File: src/rtl/mem_port_arbiter_if.sv
// mem_port_arbiter_if
//   Bundles the fetch port, the load/store port and the single-port memory
//   side of mem_port_arbiter.
//   master : requester/memory side (drives requests and mem_rdata)
//   slave  : arbiter side (drives grants, responses and memory strobes)
interface mem_port_arbiter_if #(
   parameter int ADDR_WIDTH = 32,
   parameter int DATA_WIDTH = 32
);
   logic                  if_req;
   logic [ADDR_WIDTH-1:0] if_addr;
   logic                  if_gnt;
   logic                  if_rvalid;
   logic [DATA_WIDTH-1:0] if_rdata;

   logic                  d_req;
   logic                  d_we;
   logic [ADDR_WIDTH-1:0] d_addr;
   logic [DATA_WIDTH-1:0] d_wdata;
   logic                  d_gnt;
   logic                  d_rvalid;
   logic [DATA_WIDTH-1:0] d_rdata;

   logic                  mem_en;
   logic                  mem_we;
   logic [ADDR_WIDTH-1:0] mem_addr;
   logic [DATA_WIDTH-1:0] mem_wdata;
   logic [DATA_WIDTH-1:0] mem_rdata;

   modport master (
      output if_req, if_addr, d_req, d_we, d_addr, d_wdata, mem_rdata,
      input  if_gnt, if_rvalid, if_rdata, d_gnt, d_rvalid, d_rdata,
             mem_en, mem_we, mem_addr, mem_wdata
   );

   modport slave (
      input  if_req, if_addr, d_req, d_we, d_addr, d_wdata, mem_rdata,
      output if_gnt, if_rvalid, if_rdata, d_gnt, d_rvalid, d_rdata,
             mem_en, mem_we, mem_addr, mem_wdata
   );
endinterface

File: src/rtl/mem_port_arbiter.sv
// mem_port_arbiter
//   Shares one single-port memory between an instruction-fetch port and a
//   load/store port. One access is in flight at a time; each access takes
//   MEM_LATENCY+1 cycles (grant cycle, then BUSY until the response).
//   Data has priority over fetch, except that after STARVE_LIMIT data grants
//   issued while fetch was waiting, fetch is forced through.
// Ports
//   clk   : clock, rising edge
//   rst_n : asynchronous active-low reset; also forces every output to 0
//   bus   : mem_port_arbiter_if.slave (fetch port, data port, memory side)
module mem_port_arbiter #(
   parameter int ADDR_WIDTH   = 32,
   parameter int DATA_WIDTH   = 32,
   parameter int MEM_LATENCY  = 2,
   parameter int STARVE_LIMIT = 4
) (
   input logic               clk,
   input logic               rst_n,
   mem_port_arbiter_if.slave bus
);
   localparam logic [3:0] LAT_C    = 4'(MEM_LATENCY);
   localparam logic [3:0] STARVE_C = 4'(STARVE_LIMIT);

   typedef enum logic {IDLE, BUSY} state_e;
   typedef enum logic {OWN_IF, OWN_D} owner_e;

   state_e     state_q,      state_d;
   logic [3:0] lat_cnt_q,    lat_cnt_d;
   logic [3:0] starve_cnt_q, starve_cnt_d;
   owner_e     owner_q,      owner_d;
   logic       store_q,      store_d;

   logic                  fetch_wins;
   logic                  if_gnt_c, d_gnt_c, mem_en_c, mem_we_c;
   logic                  if_rvalid_c, d_rvalid_c;
   logic [ADDR_WIDTH-1:0] mem_addr_c;
   logic [DATA_WIDTH-1:0] mem_wdata_c, if_rdata_c, d_rdata_c;

   always_ff @(posedge clk or negedge rst_n) begin
      if (!rst_n) begin
         state_q      <= IDLE;
         lat_cnt_q    <= 4'd0;
         starve_cnt_q <= 4'd0;
         owner_q      <= OWN_IF;
         store_q      <= 1'b0;
      end else begin
         state_q      <= state_d;
         lat_cnt_q    <= lat_cnt_d;
         starve_cnt_q <= starve_cnt_d;
         owner_q      <= owner_d;
         store_q      <= store_d;
      end
   end

   always_comb begin
      state_d      = state_q;
      lat_cnt_d    = lat_cnt_q;
      starve_cnt_d = starve_cnt_q;
      owner_d      = owner_q;
      store_d      = store_q;
      fetch_wins   = 1'b0;
      if_gnt_c     = 1'b0;
      d_gnt_c      = 1'b0;
      mem_en_c     = 1'b0;
      mem_we_c     = 1'b0;
      mem_addr_c   = '0;
      mem_wdata_c  = '0;
      if_rvalid_c  = 1'b0;
      d_rvalid_c   = 1'b0;
      if_rdata_c   = '0;
      d_rdata_c    = '0;

      case (state_q)
         IDLE: begin
            // Fetch only wins when data is absent or fetch has been starved.
            fetch_wins = bus.if_req && (!bus.d_req || starve_cnt_q == STARVE_C);
            if (bus.if_req || bus.d_req) begin
               mem_en_c  = 1'b1;
               state_d   = BUSY;
               lat_cnt_d = 4'd1;
               if (fetch_wins) begin
                  if_gnt_c     = 1'b1;
                  mem_addr_c   = bus.if_addr;
                  owner_d      = OWN_IF;
                  store_d      = 1'b0;
                  starve_cnt_d = 4'd0;
               end else begin
                  d_gnt_c     = 1'b1;
                  mem_we_c    = bus.d_we;
                  mem_addr_c  = bus.d_addr;
                  mem_wdata_c = bus.d_wdata;
                  owner_d     = OWN_D;
                  store_d     = bus.d_we;
                  // Only data grants that overtake a waiting fetch count.
                  if (bus.if_req && starve_cnt_q != STARVE_C)
                     starve_cnt_d = starve_cnt_q + 4'd1;
               end
            end
         end
         BUSY: begin
            lat_cnt_d = lat_cnt_q + 4'd1;
            if (lat_cnt_q == LAT_C) begin
               state_d = IDLE;
               if (owner_q == OWN_IF) begin
                  if_rvalid_c = 1'b1;
                  if_rdata_c  = bus.mem_rdata;
               end else begin
                  d_rvalid_c = 1'b1;
                  d_rdata_c  = store_q ? '0 : bus.mem_rdata;
               end
            end
         end
         default: state_d = IDLE;
      endcase

      // Outputs are combinational from state and requests, so they must be
      // squashed directly while reset is held, not just via the flops.
      if (!rst_n) begin
         if_gnt_c    = 1'b0;
         d_gnt_c     = 1'b0;
         mem_en_c    = 1'b0;
         mem_we_c    = 1'b0;
         mem_addr_c  = '0;
         mem_wdata_c = '0;
         if_rvalid_c = 1'b0;
         d_rvalid_c  = 1'b0;
         if_rdata_c  = '0;
         d_rdata_c   = '0;
      end
   end

   assign bus.if_gnt    = if_gnt_c;
   assign bus.if_rvalid = if_rvalid_c;
   assign bus.if_rdata  = if_rdata_c;
   assign bus.d_gnt     = d_gnt_c;
   assign bus.d_rvalid  = d_rvalid_c;
   assign bus.d_rdata   = d_rdata_c;
   assign bus.mem_en    = mem_en_c;
   assign bus.mem_we    = mem_we_c;
   assign bus.mem_addr  = mem_addr_c;
   assign bus.mem_wdata = mem_wdata_c;
endmodule

File: src/flat_wrapper.sv
// flat-port wrapper written by rule: the top's interface ports become plain ports
module mem_port_arbiter_flat 
#(
   parameter int ADDR_WIDTH   = 32,
   parameter int DATA_WIDTH   = 32,
   parameter int MEM_LATENCY  = 2,
   parameter int STARVE_LIMIT = 4
)
  (clk, rst_n, bus_if_req, bus_if_addr, bus_d_req, bus_d_we, bus_d_addr, bus_d_wdata, bus_mem_rdata, bus_if_gnt, bus_if_rvalid, bus_if_rdata, bus_d_gnt, bus_d_rvalid, bus_d_rdata, bus_mem_en, bus_mem_we, bus_mem_addr, bus_mem_wdata);
  mem_port_arbiter_if #(.ADDR_WIDTH(ADDR_WIDTH), .DATA_WIDTH(DATA_WIDTH)) bus_i ();
  input logic clk;
  input logic rst_n;
  input wire logic [$bits(bus_i.if_req)-1:0] bus_if_req;
  input wire logic [$bits(bus_i.if_addr)-1:0] bus_if_addr;
  input wire logic [$bits(bus_i.d_req)-1:0] bus_d_req;
  input wire logic [$bits(bus_i.d_we)-1:0] bus_d_we;
  input wire logic [$bits(bus_i.d_addr)-1:0] bus_d_addr;
  input wire logic [$bits(bus_i.d_wdata)-1:0] bus_d_wdata;
  input wire logic [$bits(bus_i.mem_rdata)-1:0] bus_mem_rdata;
  output wire logic [$bits(bus_i.if_gnt)-1:0] bus_if_gnt;
  output wire logic [$bits(bus_i.if_rvalid)-1:0] bus_if_rvalid;
  output wire logic [$bits(bus_i.if_rdata)-1:0] bus_if_rdata;
  output wire logic [$bits(bus_i.d_gnt)-1:0] bus_d_gnt;
  output wire logic [$bits(bus_i.d_rvalid)-1:0] bus_d_rvalid;
  output wire logic [$bits(bus_i.d_rdata)-1:0] bus_d_rdata;
  output wire logic [$bits(bus_i.mem_en)-1:0] bus_mem_en;
  output wire logic [$bits(bus_i.mem_we)-1:0] bus_mem_we;
  output wire logic [$bits(bus_i.mem_addr)-1:0] bus_mem_addr;
  output wire logic [$bits(bus_i.mem_wdata)-1:0] bus_mem_wdata;
  assign bus_i.if_req = bus_if_req;
  assign bus_i.if_addr = bus_if_addr;
  assign bus_i.d_req = bus_d_req;
  assign bus_i.d_we = bus_d_we;
  assign bus_i.d_addr = bus_d_addr;
  assign bus_i.d_wdata = bus_d_wdata;
  assign bus_i.mem_rdata = bus_mem_rdata;
  assign bus_if_gnt = bus_i.if_gnt;
  assign bus_if_rvalid = bus_i.if_rvalid;
  assign bus_if_rdata = bus_i.if_rdata;
  assign bus_d_gnt = bus_i.d_gnt;
  assign bus_d_rvalid = bus_i.d_rvalid;
  assign bus_d_rdata = bus_i.d_rdata;
  assign bus_mem_en = bus_i.mem_en;
  assign bus_mem_we = bus_i.mem_we;
  assign bus_mem_addr = bus_i.mem_addr;
  assign bus_mem_wdata = bus_i.mem_wdata;
  mem_port_arbiter #(.ADDR_WIDTH(ADDR_WIDTH), .DATA_WIDTH(DATA_WIDTH), .MEM_LATENCY(MEM_LATENCY), .STARVE_LIMIT(STARVE_LIMIT)) u_core (.clk(clk), .rst_n(rst_n), .bus(bus_i));
endmodule
File: config.mk
export PLATFORM = sky130hd
export DESIGN_NAME = mem_port_arbiter_flat
export DESIGN_NICKNAME = d
export VERILOG_FILES = /design/src/rtl/mem_port_arbiter_if.sv /design/src/rtl/mem_port_arbiter.sv /design/src/flat_wrapper.sv
export SDC_FILE = /design/constraint.sdc
export NUM_CORES = 1
export LEC_CHECK = 0
export CAP_MARGIN = 10
export CORE_AREA = 2 2 103 105
export DETAILED_ROUTE_END_ITERATION = 10
export DIE_AREA = 0 0 105 107
export PLACE_DENSITY = 0.67
export SLEW_MARGIN = 20
export SYNTH_ARGS = -nofsm -noshare
export SYNTH_HDL_FRONTEND = slang
export SYNTH_SLANG_ARGS = --single-unit
File: constraint.sdc
create_clock -name clk -period 1.9 [get_ports clk]
set_input_delay 0.57 -clock clk [delete_from_list [all_inputs] [get_ports clk]]
set_output_delay 0.57 -clock clk [all_outputs]
set_load 0.02 [all_outputs]
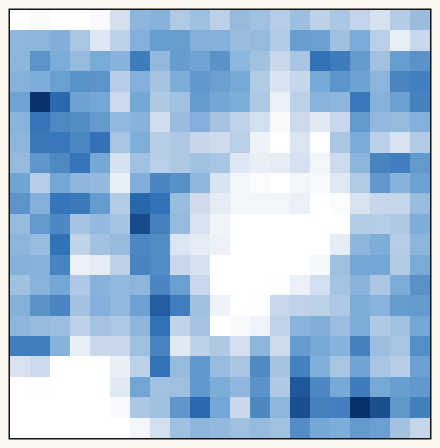
*Wire density map, run 1*
Scale: 4 px per µm. 21 x 21 tiles, from white (low) to dark blue (high), scaled to the fullest tile. Values are wire area over tile area, all layers added.
nearly empty tiles: 11%
tiles over half the peak: 29%
densest ninth of the die: lower right
mean over tiles: 0.17
fullest tile: 0.47

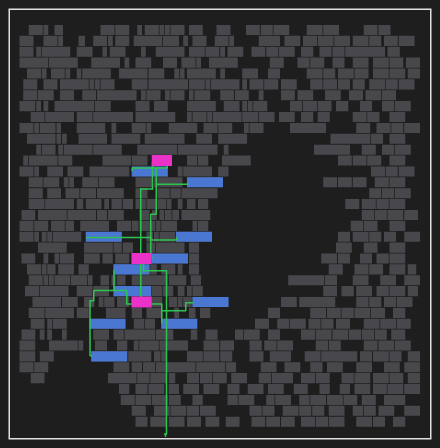
*Clock wires, drivers and flops, run 1*
Scale: 4 px per µm.
legend:
  cells driving clock nets:
    colour: magenta
    count: 3
  clock wires:
    colour: green
    length: 220 µm
  flip-flops:
    colour: blue
    count: 11
routed clock nets: 4

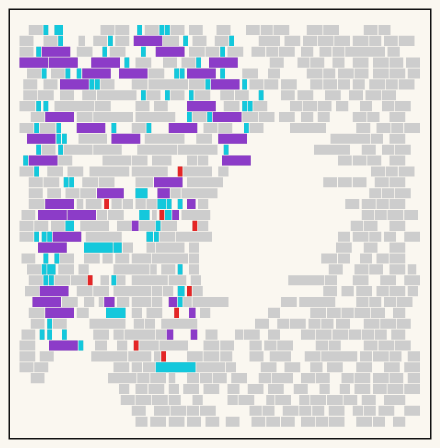
*Gate families picked out, run 1*
Scale: 4 px per µm.
legend:
  inverters:
    colour: red
    cells: 9
    most_used: inv_1
  inverting AOI/OAI gates:
    colour: purple
    cells: 42
    most_used: o22ai_4
  NAND gates:
    colour: cyan
    cells: 81
    most_used: nand2_1

==> notes.md, run 1 <==
Reports from this run.

- The flow ran to the end, but the final reports show violations.
- The checks that failed: negative setup slack.
- The endpoint kind of the worst setup timing path is an output port.
- The number of flip-flops and latches reads 11.
- The via density per instance is 4.41.
- The number of cells after detailed placement reads 696.
- Looking at the critical path, the single cell with the biggest stage delay is dfrtp_1.
- The fraction of area in clock buffers and inverters is 0.00686.
- From synthesis to final layout, the design area changed by 259%.
- The main area contributors are and2_1 (33%), dfrtp_1 (15%), nand2_1 (15%).
- The maximum count of clock buffers along a single path reads 2.
- The worst endpoint data arrival time is 1.86 ns.
- For reference, the mux area share after synthesis is 0.0226.
- Counting the clock-network buffers in the layout gives 4.
- After the last flow step, the layout net total stands at 743.
- The non-clock inverter instance count of the final layout is 9.
- The mapped netlist covers 1830 µm².
- The number of antenna violations at the first check in global routing is 0.
- The startpoint type of the worst setup path is a register.
- The largest registers in the layout are u_core.lat_cnt_q: 4 flops, u_core.starve_cnt_q: 4 flops.
- The reported net switching power reads 2.07 mW.
- The number of cells in Yosys stat is 289.
- Per the post-CTS timing run, clock transition at the registers of the reported paths is 0.05 ns.
- The instance area at placement is 5450 µm².
- The first global-routing pass estimated 17,800 µm of wire.
- The routed length on met2 reads 6630 µm.
- The xor and xnor area share after synthesis reads 0.
- The initial core utilization reads 0.181.
- The design received a total of 136 well taps at floorplan.
- The final setup skew reads 0.00393 ns.
- The power drawn by the clock network is 247 µW.
- The number of non-clock buffers is 338.
- Per the post-run analysis, buffers plus inverters along the critical path come to 4.
- For this run, the top clock speed supported by timing is 0.411 GHz.
- After detailed routing, the wire length on met1 is 4440 µm.
- The starting DRC count in detailed routing is 92.
- The worst hold slack is 0.283 ns.
- The remaining global-route overflow reads 0.
- The class of the worst hold path is in2async.
- The async set-or-reset flop fraction in the synthesized netlist reads 1.00.
- Once the clock tree was built, the resizer swapped 766 gates to a different size.
- The estimated wirelength of the detail-placed design reads 8340 µm.
- The power report lists the sequential group at 446 µW.
- The biggest slice of the total power is consumed by combinational cells.
- Setup repair after global routing could not meet its margin everywhere.
- The largest stage delay on the critical path is 0.39 ns.
- Per the cell usage report, the commonest logic cell in the layout is buf_6.
- The number of standard cells in the layout, taps in and fillers out is 741.
- The die is 107 µm tall.
- Per the CTS log, the root buffer master is clkbuf_8.
- Per the final layout report, the fraction of cells sized above drive strength 1 comes to 0.595.
- The share of the synthesized area in the top cell type reads 0.332.
- Counting the fill cells in the layout gives 798.
- The count of antenna-violating nets left after detailed routing is 0.
- The pre-CTS worst setup slack is -1.18 ns.
- The synthesized-area fraction occupied by and/or/nand/nor cells is 0.557.
- The core area is 10,100 µm².
- The combinational-cell power consumption reads 4.21 mW.
- The register bit count reported by yosys is 11.
- The power report attributes to the sequential group a share of 0.091.
- The area taken by sequential standard cells is reported as 277 µm².
- In the final design, more cell area goes to non-clock buffers than to any other class.
- The synthesized netlist handed to floorplanning was reported with a cell count of 289.
- The number of global-route vias before repair was 3,290.
- In this run the tightest slew margin relative to its limit is 0.761.
- The total of buffers placed on input and output ports reads 266.
- The later-pin clock latency in the skew report is 0.25 ns.
- The flop share of the area reads 0.0421.
- The fraction of the yosys area taken by sequential cells reads 0.151.
- Of the total power, combinational logic draws 0.859.
- The synthesis run identifies the leading combinational cell family as simple AND/OR/NAND/NOR gates.
- The total number of vias is 3,271.
- The most frequent cell after synthesis reads and2_1.
- The final layout contains routed wiring with a total length of 12,200 µm.
- The post-layout worst setup margin is -0.530 ns.
- The global routing usage on met3 reads 0.0462.
- After detailed routing, the number of remaining DRC violations is 0.
- The CTS tree reads built.
- Per the OpenROAD floorplan log, the width of the die is 105 µm.
- The met2 demand-to-capacity share in global routing reads 0.377.
- The number of endpoints failing setup at the final stage is 133.
- Summed over all routing layers, the global router reports a total usage of 0.196.
- The number of setup buffers added after CTS is 16.
- The hold-fix buffer count after cts reads 0.
- Synthesis produced a netlist with a net count of 426.
- The count of clock tree sinks reads 11.
- The tally of yosys warning messages is 0.
- The dominant synthesized flop cell reads dfrtp_1.
- The multi-input combinational cell count is 243.
- After detailed routing, the average wire length per cell comes to 16.5 µm.
run 1: path summary, 6_finish.rpt:
check | to | slack, ns | startpoint | cells after the start
max | bus_d_rdata[11] | -0.53 | u_core.lat_cnt_q[0]$_DFFE_PN0P_ | 8
min | u_core.starve_cnt_q[3]$_DFFE_PN0P_ | 0.28 | rst_n | 2
min in group clk | u_core.starve_cnt_q[3]$_DFFE_PN0P_ | 0.50 | u_core.starve_cnt_q[3]$_DFFE_PN0P_ | 1
max in group asynchronous | u_core.state_q$_DFF_PN0_ | 1.49 | rst_n | 2
min reg2reg | u_core.starve_cnt_q[3]$_DFFE_PN0P_ | 0.50 | u_core.starve_cnt_q[3]$_DFFE_PN0P_ | 1
max reg2reg | u_core.owner_q$_DFFE_PN0P_ | 0.26 | u_core.starve_cnt_q[1]$_DFFE_PN0P_ | 7
### Routing congestion map, run 1

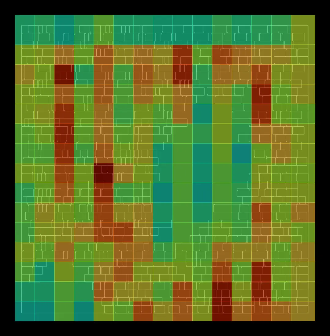

==> inputs of run 2 (changes only) <==
--- a/config.mk
+++ b/config.mk
@@ -7,8 +7,11 @@
 export LEC_CHECK = 0
 export CAP_MARGIN = 10
 export CORE_AREA = 2 2 103 105
+export CTS_CLUSTER_SIZE = 28
 export DETAILED_ROUTE_END_ITERATION = 10
 export DIE_AREA = 0 0 105 107
+export GPL_ROUTABILITY_DRIVEN = 0
+export GPL_TIMING_DRIVEN = 0
 export PLACE_DENSITY = 0.67
 export SLEW_MARGIN = 20
 export SYNTH_ARGS = -nofsm -noshare
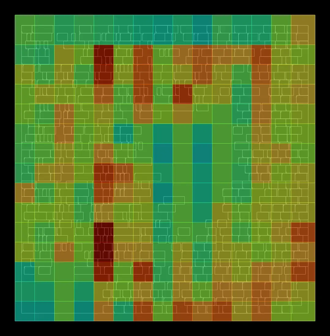
*Routing congestion map, run 2*
combined global-route utilization of all metal layers: 0.182
met3 Resource Use GR: 0.0426

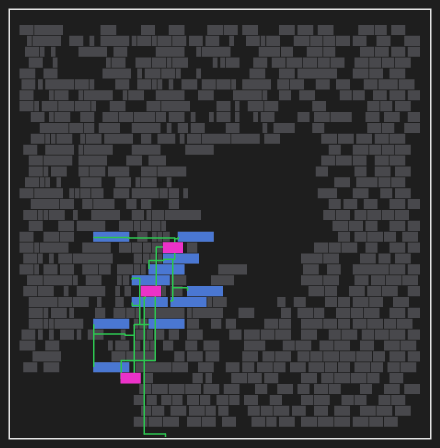
*Clock wires, drivers and flops, run 2*
Scale: 4 px per µm.
legend:
  flip-flops:
    colour: blue
    count: 11
  cells driving clock nets:
    colour: magenta
    count: 3
  clock wires:
    colour: green
    length: 193 µm
routed clock nets: 4

==> run 2 against run 1 <==
Compared with the run above:
- the run still ends with negative setup slack left
- via count decreased by 1.4%
- clock power shrank 3%
- critical path depth did not move
- clock skew down 0.0033 ns
- worst hold slack got worse by 0.15 ns
- worst setup slack got worse by 0.020 ns
- final cell count down 0.67%
- highest routed layer unchanged
==> notes.md, run 2 <==
Reports from this run.

- The end of the critical path was bus_mem_addr[5] (was bus_d_rdata[11]).
- The total number of tap cells reads 136 (unchanged).
- The number of non-clock buffers reads 333 (was 338).
- The remaining global-route overflow reads 0 (unchanged).
- The slowest cell on the critical path was dfrtp_1 (unchanged).
- The fraction of area in clock buffers and inverters was 0.00716 (was 0.00686).
- The sequential power is 455 µW (was 446 µW).
- The instance area at placement was 5310 µm² (was 5450 µm²).
- Outcome: complete, but fails checks (unchanged).
- The number of global-route vias before repair is 3,268 (was 3,290).
- The wire length of the first global-routing pass reads 16,700 µm (was 17,800 µm).
- The relative slew slack reads 0.763 (was 0.761).
- The post-route met1 wirelength is 4080 µm (was 4440 µm).
- The slack of the worst reg-to-reg path is 0.20 ns (was 0.26 ns).
- Violations in the final reports: negative setup slack (unchanged).
- The proportion of final cell area spent on non-clock buffers came to 0.575 (was 0.588).
- The fraction of layout instances using a drive strength above 1 is 0.583 (was 0.595).
- The post-layout worst setup margin is -0.550 ns (was -0.530 ns).
- Main area contributors after synthesis: and2_1 (33%), dfrtp_1 (15%), nand2_1 (15%) (unchanged).
- The cell area after synthesis is 1830 µm² (unchanged).
- The most common library cell in the layout ignoring fill and taps is buf_6 (unchanged).
- The final setup skew reads 0.000654 ns (was 0.00393 ns).
- The number of cells in Yosys stat is 289 (unchanged).
- The remaining design rule violation count was 0 (unchanged).
- The number of endpoints failing setup at the final stage reads 134 (was 133).
- The worst setup path startpoint is u_core.starve_cnt_q[1]$_DFFE_PN0P_ (was u_core.lat_cnt_q[0]$_DFFE_PN0P_).
- The worst endpoint data arrival time reads 1.88 ns (was 1.86 ns).
- The number of flip-flops and latches is 11 (unchanged).
- The register area is 277 µm² (unchanged).
- The AND-OR/OR-AND share of the synthesized area is 0.155 (unchanged).
- The dominant kind of cell is non-clock buffers (unchanged).
- The share of the synthesized area in the top cell type reads 0.332 (unchanged).
- The reported net switching power is 1.93 mW (was 2.07 mW).
- The number of buffers added by the clock tree synthesis step is 3 (unchanged).
- The starting DRC count in detailed routing is 126 (was 92).
- The clock buffer count is 4 (unchanged).
- The endpoint kind of the worst setup timing path is an output port (unchanged).
- The height of the die is 107 µm (unchanged).
- The xor and xnor area share after synthesis is 0 (unchanged).
- The hold-fix buffer count after cts came to 0 (unchanged).
- The routed length on met2 was 6370 µm (was 6630 µm).
- The synthesized-area fraction occupied by and/or/nand/nor cells is 0.557 (unchanged).
- The area of the die came to 11,200 µm² (unchanged).
- The total number of vias came to 3,224 (was 3,271).
- The maximum clock rate is 0.408 GHz (was 0.411 GHz).
- The flop share of the area reads 0.0439 (was 0.0421).
- The count of clock tree sinks is 11 (unchanged).
- The number of placement rows was 37 (unchanged).
- The routed wire length per instance was 15.7 µm (was 16.5 µm).
- The share of total power in the clock network is 0.055 (was 0.050).
- The max-capacitance violation count was 0 (unchanged).
- The maximum count of clock buffers along a single path was 2 (unchanged).
- The depth of the critical timing path with buffers and inverters included is 8 (unchanged).
- The proportion of power drawn by combinational gates came to 0.841 (was 0.859).
- The wire length after detailed routing is 11,500 µm (was 12,200 µm).
- The group with the largest share of power is combinational cells (unchanged).
- The worst flop-to-flop path endpoint is u_core.owner_q$_DFFE_PN0P_ (unchanged).
- The tally of yosys warning messages is 0 (unchanged).
- The power share of the sequential group came to 0.104 (was 0.091).
- The OpenROAD warning count was 31 (unchanged).
- The multiplexer share of the synthesized area reads 0.0226 (unchanged).
- The buffer type at the clock tree root is clkbuf_8 (unchanged).
- The met2 demand-to-capacity share in global routing is 0.373 (was 0.377).
- The non-clock inverter instance count of the final layout is 9 (unchanged).
- The register bit count reported by yosys reads 11 (unchanged).
- The later-pin clock latency in the skew report reads 0.24 ns (was 0.25 ns).
- The area growth from synthesis to layout reads 244% (was 259%).
- The register clock-pin slew on the reported worst setup and hold paths was 0.05 ns (about the same).
- The power drawn by the clock network reads 240 µW (was 247 µW).
- The die width reads 105 µm (unchanged).
- The via density per instance is 4.38 (was 4.41).
- The worst endpoint required time is 1.33 ns (about the same).
- The estimated wirelength of the detail-placed design is 8480 µm (was 8340 µm).
- The number of nets in the layout reads 738 (was 743).
- The layout filler cell count came to 861 (was 798).
- The core area is 10,100 µm² (unchanged).
- The length in cells of the worst reg-to-reg path came to 7 (unchanged).
- The multi-input combinational cell count came to 243 (unchanged).
- The combinational-cell power consumption is 3.69 mW (was 4.21 mW).
- The worst hold slack is 0.133 ns (was 0.283 ns).
- The count of antenna-violating nets left after detailed routing is 0 (unchanged).
- The most frequent cell after synthesis is and2_1 (unchanged).
- The main logic family after synthesis reads simple AND/OR/NAND/NOR gates (unchanged).
- The CTS tree is built (unchanged).
- The initial core utilization is 0.181 (unchanged).
- The clock period minus final worst setup slack was 2.45 ns (was 2.43 ns).
- The class of the worst hold path reads in2async (unchanged).
- The sum of buffers and inverters on the critical path is 4 (unchanged).
- The number of antenna violations at the first check in global routing is 0 (unchanged).
- Registers with the highest flip-flop counts: u_core.lat_cnt_q: 4 flops, u_core.starve_cnt_q: 4 flops (unchanged).
- The async set-or-reset flop fraction in the synthesized netlist is 1.00 (unchanged).
- The net count entering floorplan reads 426 (unchanged).
- The dominant synthesized flop cell is dfrtp_1 (unchanged).
- The largest stage delay on the critical path is 0.40 ns (was 0.39 ns).
- The startpoint of the lowest-slack register-to-register path reads u_core.starve_cnt_q[1]$_DFFE_PN0P_ (unchanged).
- The startpoint type of the worst setup path reads a register (unchanged).
- The total of buffers placed on input and output ports is 265 (was 266).
- Most numerous cell types in the synthesized netlist: and2_1 (97), nand2_1 (72), o22ai_1 (34), buf_2 (19), dfrtp_1 (11) (unchanged).
- The fraction of the yosys area taken by sequential cells is 0.151 (unchanged).
- RSZ-0062 raised after global routing: yes (unchanged).
- The number of instances in the synthesized netlist is 289 (unchanged).
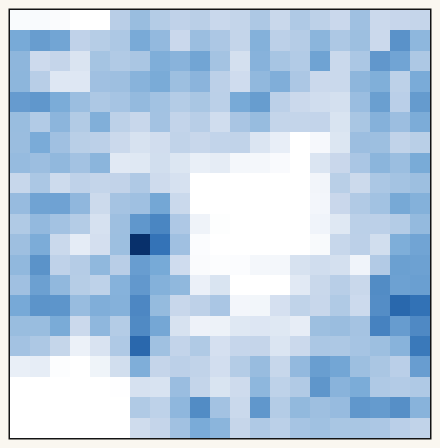
*Wire density map, run 2*
Scale: 4 px per µm. 21 x 21 tiles, from white (low) to dark blue (high), scaled to the fullest tile. Values are wire area over tile area, all layers added.
emptiest ninth of the die: centre
tiles over half the peak: 13%
densest ninth of the die: lower right

-- run 2: netlist changes by cell type in the layout (fill, tap and decap cells not counted), moves of 3 or more --
cell,previous run,this run
buf_16,11,2
buf_6,142,149
buf_12,11,6
buf_8,4,13
clkbuf_16,5,1
nand2_2,3,0
buf_4,33,27
nand2_1,68,71
-- run 2: what timing repair did --
action                                  4_1_cts  5_1_grt
hold endpoints to repair                      0        0
setup buffers                                26        8
gates cloned                                  8        4
pin swaps                                    15       20
endpoints found under the setup margin      134      134
resized                                     824      118
-- run 2: per-stage QoR --
step,std cells,setup WS [ns],utilization
2_1_floorplan,289,-0.149,-
3_3_place_gp,690,-1.81,0.526
3_5_place_dp,690,-1.88,0.526
4_1_cts,728,-0.620,0.595
5_1_grt,736,-0.652,0.624
6_report,736,-0.550,0.624
### Wires at chosen ports, followed through buffers, run 2

Scale: 4 px per µm.
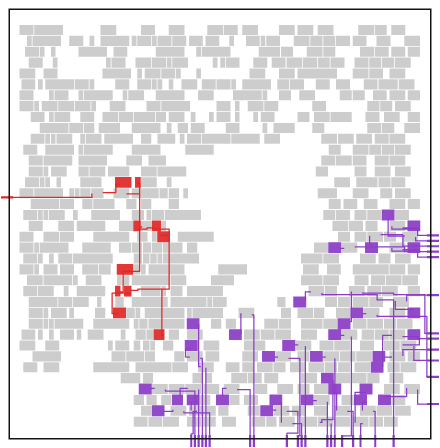

==> inputs of run 3 (changes only) <==
--- a/config.mk
+++ b/config.mk
@@ -5,8 +5,9 @@
 export SDC_FILE = /design/constraint.sdc
 export NUM_CORES = 1
 export LEC_CHECK = 0
-export CAP_MARGIN = 10
+export CAP_MARGIN = 20
 export CORE_AREA = 2 2 103 105
+export CTS_BUF_LIST = sky130_fd_sc_hd__clkbuf_2 sky130_fd_sc_hd__clkbuf_4 sky130_fd_sc_hd__clkbuf_8
 export CTS_CLUSTER_SIZE = 28
 export DETAILED_ROUTE_END_ITERATION = 10
 export DIE_AREA = 0 0 105 107
==> constraint.sdc (replaced) <==
create_clock -name clk -period 1.9 [get_ports clk]
set_input_delay 0.57 -clock clk [delete_from_list [all_inputs] [get_ports clk]]
set_output_delay 0.57 -clock clk [all_outputs]
set_load 0.005 [all_outputs]
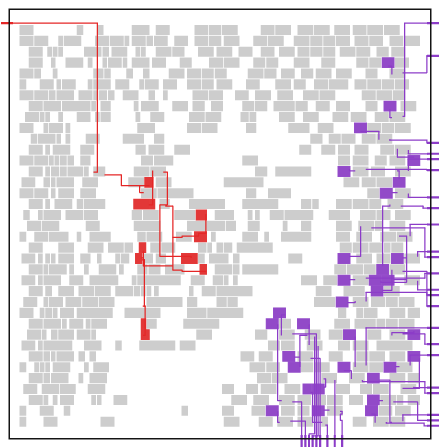
*Wires at chosen ports, followed through buffers, run 3*
Scale: 4 px per µm.
legend:
  bus_if_rdata:
    colour: purple
    direction: output
    edge: 23 right, 9 bottom
    end_cells: 32
    buffers: 32
    wire: 617 µm
  bus_d_req:
    colour: red
    direction: input
    edge: left
    end_cells: 11
    buffers: 4
    wire: 189 µm

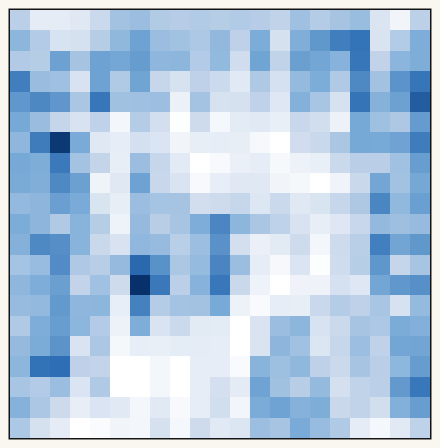
*Wire density map, run 3*
Scale: 4 px per µm. 21 x 21 tiles, from white (low) to dark blue (high), scaled to the fullest tile. Values are wire area over tile area, all layers added.
nearly empty tiles: 3.4%
tiles over half the peak: 18%
emptiest ninth of the die: bottom centre

==> run 3 against run 2 <==
Compared with the run above:
- the run still ends with negative setup slack left
- area after synthesis is the same
- largest power group unchanged
- sequential power rose by 3%
- highest routed layer unchanged
- non-clock buffer count up 14
- global-route usage shrank 0.27 points
- critical path depth increased by 1
- clock skew increased by 0.0016 ns
- final cell count increased by 1.9%
- die size unchanged
- critical path type unchanged
- via count is 1.2% higher
- synthesized cell count unchanged
==> notes.md, run 3 <==
Reports from this run.

- The worst hold slack came to 0.141 ns (was 0.133 ns).
- The sum of buffers and inverters on the critical path is 5 (was 4).
- Outcome: complete, but fails checks (unchanged).
- The slowest cell on the critical path was dfrtp_1 (unchanged).
- The total number of vias is 3,262 (was 3,224).
- The relative slew slack is 0.777 (was 0.763).
- The most frequent cell after synthesis is and2_1 (unchanged).
- The number of non-clock buffers reads 347 (was 333).
- The proportion of final cell area spent on non-clock buffers reads 0.588 (was 0.575).
- The OpenROAD warning count reads 31 (unchanged).
- The net count entering floorplan reads 426 (unchanged).
- The remaining global-route overflow was 0 (unchanged).
- The final setup skew is 0.00227 ns (was 0.000654 ns).
- The number of endpoints failing setup at the final stage is 134 (unchanged).
- The routed length on met2 came to 6170 µm (was 6370 µm).
- The estimated wirelength of the detail-placed design is 8070 µm (was 8480 µm).
- The number of instances in the synthesized netlist was 289 (unchanged).
- The worst setup path startpoint is u_core.lat_cnt_q[0]$_DFFE_PN0P_ (was u_core.starve_cnt_q[1]$_DFFE_PN0P_).
- The count of clock tree sinks is 11 (unchanged).
- The core area reads 10,100 µm² (unchanged).
- The area of the die is 11,200 µm² (unchanged).
- The die width is 105 µm (unchanged).
- The fraction of area in clock buffers and inverters reads 0.00814 (was 0.00716).
- Main area contributors after synthesis: and2_1 (33%), dfrtp_1 (15%), nand2_1 (15%) (unchanged).
- The number of global-route vias before repair was 3,282 (was 3,268).
- The layout filler cell count is 920 (was 861).
- The instance area at placement is 4780 µm² (was 5310 µm²).
- The number of nets in the layout came to 752 (was 738).
- The buffer type at the clock tree root was clkbuf_8 (unchanged).
- The number of buffers added by the clock tree synthesis step is 3 (unchanged).
- The wire length after detailed routing reads 11,300 µm (was 11,500 µm).
- The maximum clock rate reads 0.407 GHz (was 0.408 GHz).
- The slack of the worst reg-to-reg path was 0.15 ns (was 0.20 ns).
- The number of cells after detailed placement is 690 (unchanged).
- The clock buffer count is 4 (unchanged).
- The largest stage delay on the critical path is 0.39 ns (was 0.40 ns).
- The remaining design rule violation count is 0 (unchanged).
- The total of buffers placed on input and output ports reads 265 (unchanged).
- The length in cells of the worst reg-to-reg path was 8 (was 7).
- Registers with the highest flip-flop counts: u_core.lat_cnt_q: 4 flops, u_core.starve_cnt_q: 4 flops (unchanged).
- The number of standard cells in the layout, taps in and fillers out reads 750 (was 736).
- The final cell utilization of the core is 0.594 (was 0.624).
- The pre-CTS worst setup slack was -1.77 ns (was -1.88 ns).
- The global router's overall resource usage is 0.180 (was 0.182).
- The tally of yosys warning messages came to 0 (unchanged).
- The multi-input combinational cell count reads 243 (unchanged).
- Violations in the final reports: negative setup slack (unchanged).
- Most numerous cell types in the synthesized netlist: and2_1 (97), nand2_1 (72), o22ai_1 (34), buf_2 (19), dfrtp_1 (11) (unchanged).
- The later-pin clock latency in the skew report is 0.24 ns (about the same).
- The wire length of the first global-routing pass was 16,700 µm (about the same).
- The number of placement rows is 37 (unchanged).
- The share of the synthesized area in the top cell type came to 0.332 (unchanged).
- The number of cells in Yosys stat is 289 (unchanged).
- The startpoint of the lowest-slack register-to-register path is u_core.starve_cnt_q[1]$_DFFE_PN0P_ (unchanged).
- The startpoint type of the worst setup path is a register (unchanged).
- The post-route met1 wirelength is 4120 µm (was 4080 µm).
- The routed wire length per instance is 15.1 µm (was 15.7 µm).
- The fraction of the yosys area taken by sequential cells reads 0.151 (unchanged).
- The post-layout worst setup margin was -0.557 ns (was -0.550 ns).
- The flop share of the area is 0.0461 (was 0.0439).
- The class of the worst hold path is in2async (unchanged).
- The async set-or-reset flop fraction in the synthesized netlist is 1.00 (unchanged).
- The number of flip-flops and latches is 11 (unchanged).
- The depth of the critical timing path with buffers and inverters included is 9 (was 8).
- The slew at the pin closest to its max-slew limit reads 0.332 ns (was 0.353 ns).
- The worst endpoint required time is 1.33 ns (about the same).
- The height of the die is 107 µm (unchanged).
- The endpoint kind of the worst setup timing path is an output port (unchanged).
- The global routing usage on met3 is 0.0401 (was 0.0426).
- The area growth from synthesis to layout was 228% (was 244%).
- The clock period minus final worst setup slack came to 2.46 ns (was 2.45 ns).
- The cell area after synthesis reads 1830 µm² (unchanged).
- The number of antenna violations at the first check in global routing is 0 (unchanged).
- The worst flop-to-flop path endpoint reads u_core.owner_q$_DFFE_PN0P_ (unchanged).
- The end of the critical path reads bus_d_rdata[25] (was bus_mem_addr[5]).
- The multi-input combinational area share is 0.324 (was 0.341).
- RSZ-0062 raised after global routing: yes (unchanged).
- The total number of tap cells is 136 (unchanged).
- The most common library cell in the layout ignoring fill and taps is buf_6 (unchanged).
- The register area reads 277 µm² (unchanged).
- The CTS tree is built (unchanged).
- The register bit count reported by yosys is 11 (unchanged).
- The via density per instance reads 4.35 (was 4.38).
- The starting DRC count in detailed routing came to 119 (was 126).
- The dominant kind of cell reads non-clock buffers (unchanged).
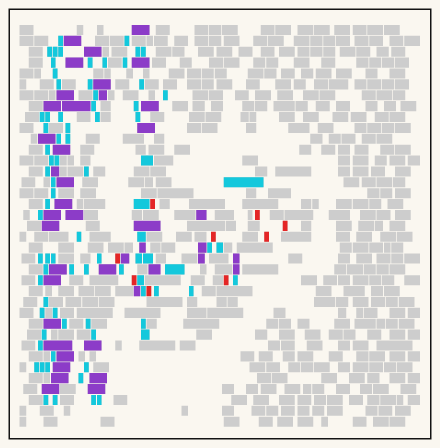
*Gate families picked out, run 3*
Scale: 4 px per µm.
legend:
  NAND gates:
    colour: cyan
    cells: 81
    most_used: nand2_1
    where: a column on the left
  inverters:
    colour: red
    cells: 9
    most_used: inv_1
    where: centre
  inverting AOI/OAI gates:
    colour: purple
    cells: 42
    most_used: o22ai_2

==> run 3: cell counts after synthesis <==
Identical to the previous run, type by type.
==> run 3: power breakdown <==
group          total, mW  switching [mW]  internal (mW)
Clock              0.253          0.0909          0.162
Combinational       3.20            1.28           1.92
Sequential         0.469           0.125          0.344
Total               3.92            1.50           2.43
==> run 3: timing repair <==
item                       4_1_cts  5_1_grt
resized                        715      133
hold buffers                     0        0
setup endpoints to repair      134      134
setup buffers                   40       14
hold endpoints to repair         0        0
pin swaps                       67       24
gates cloned                     9        2
==> run 3: cells by family after synthesis <==
logic type,share of synthesized area
AND-OR/OR-AND,0.155
adder cells (fa/ha/maj),0.0274
buffers and inverters,0.0876
flip-flops,0.151
multiplexers,0.0226
AND/OR/NAND/NOR,0.557
Power and IR drop assume default switching activity.
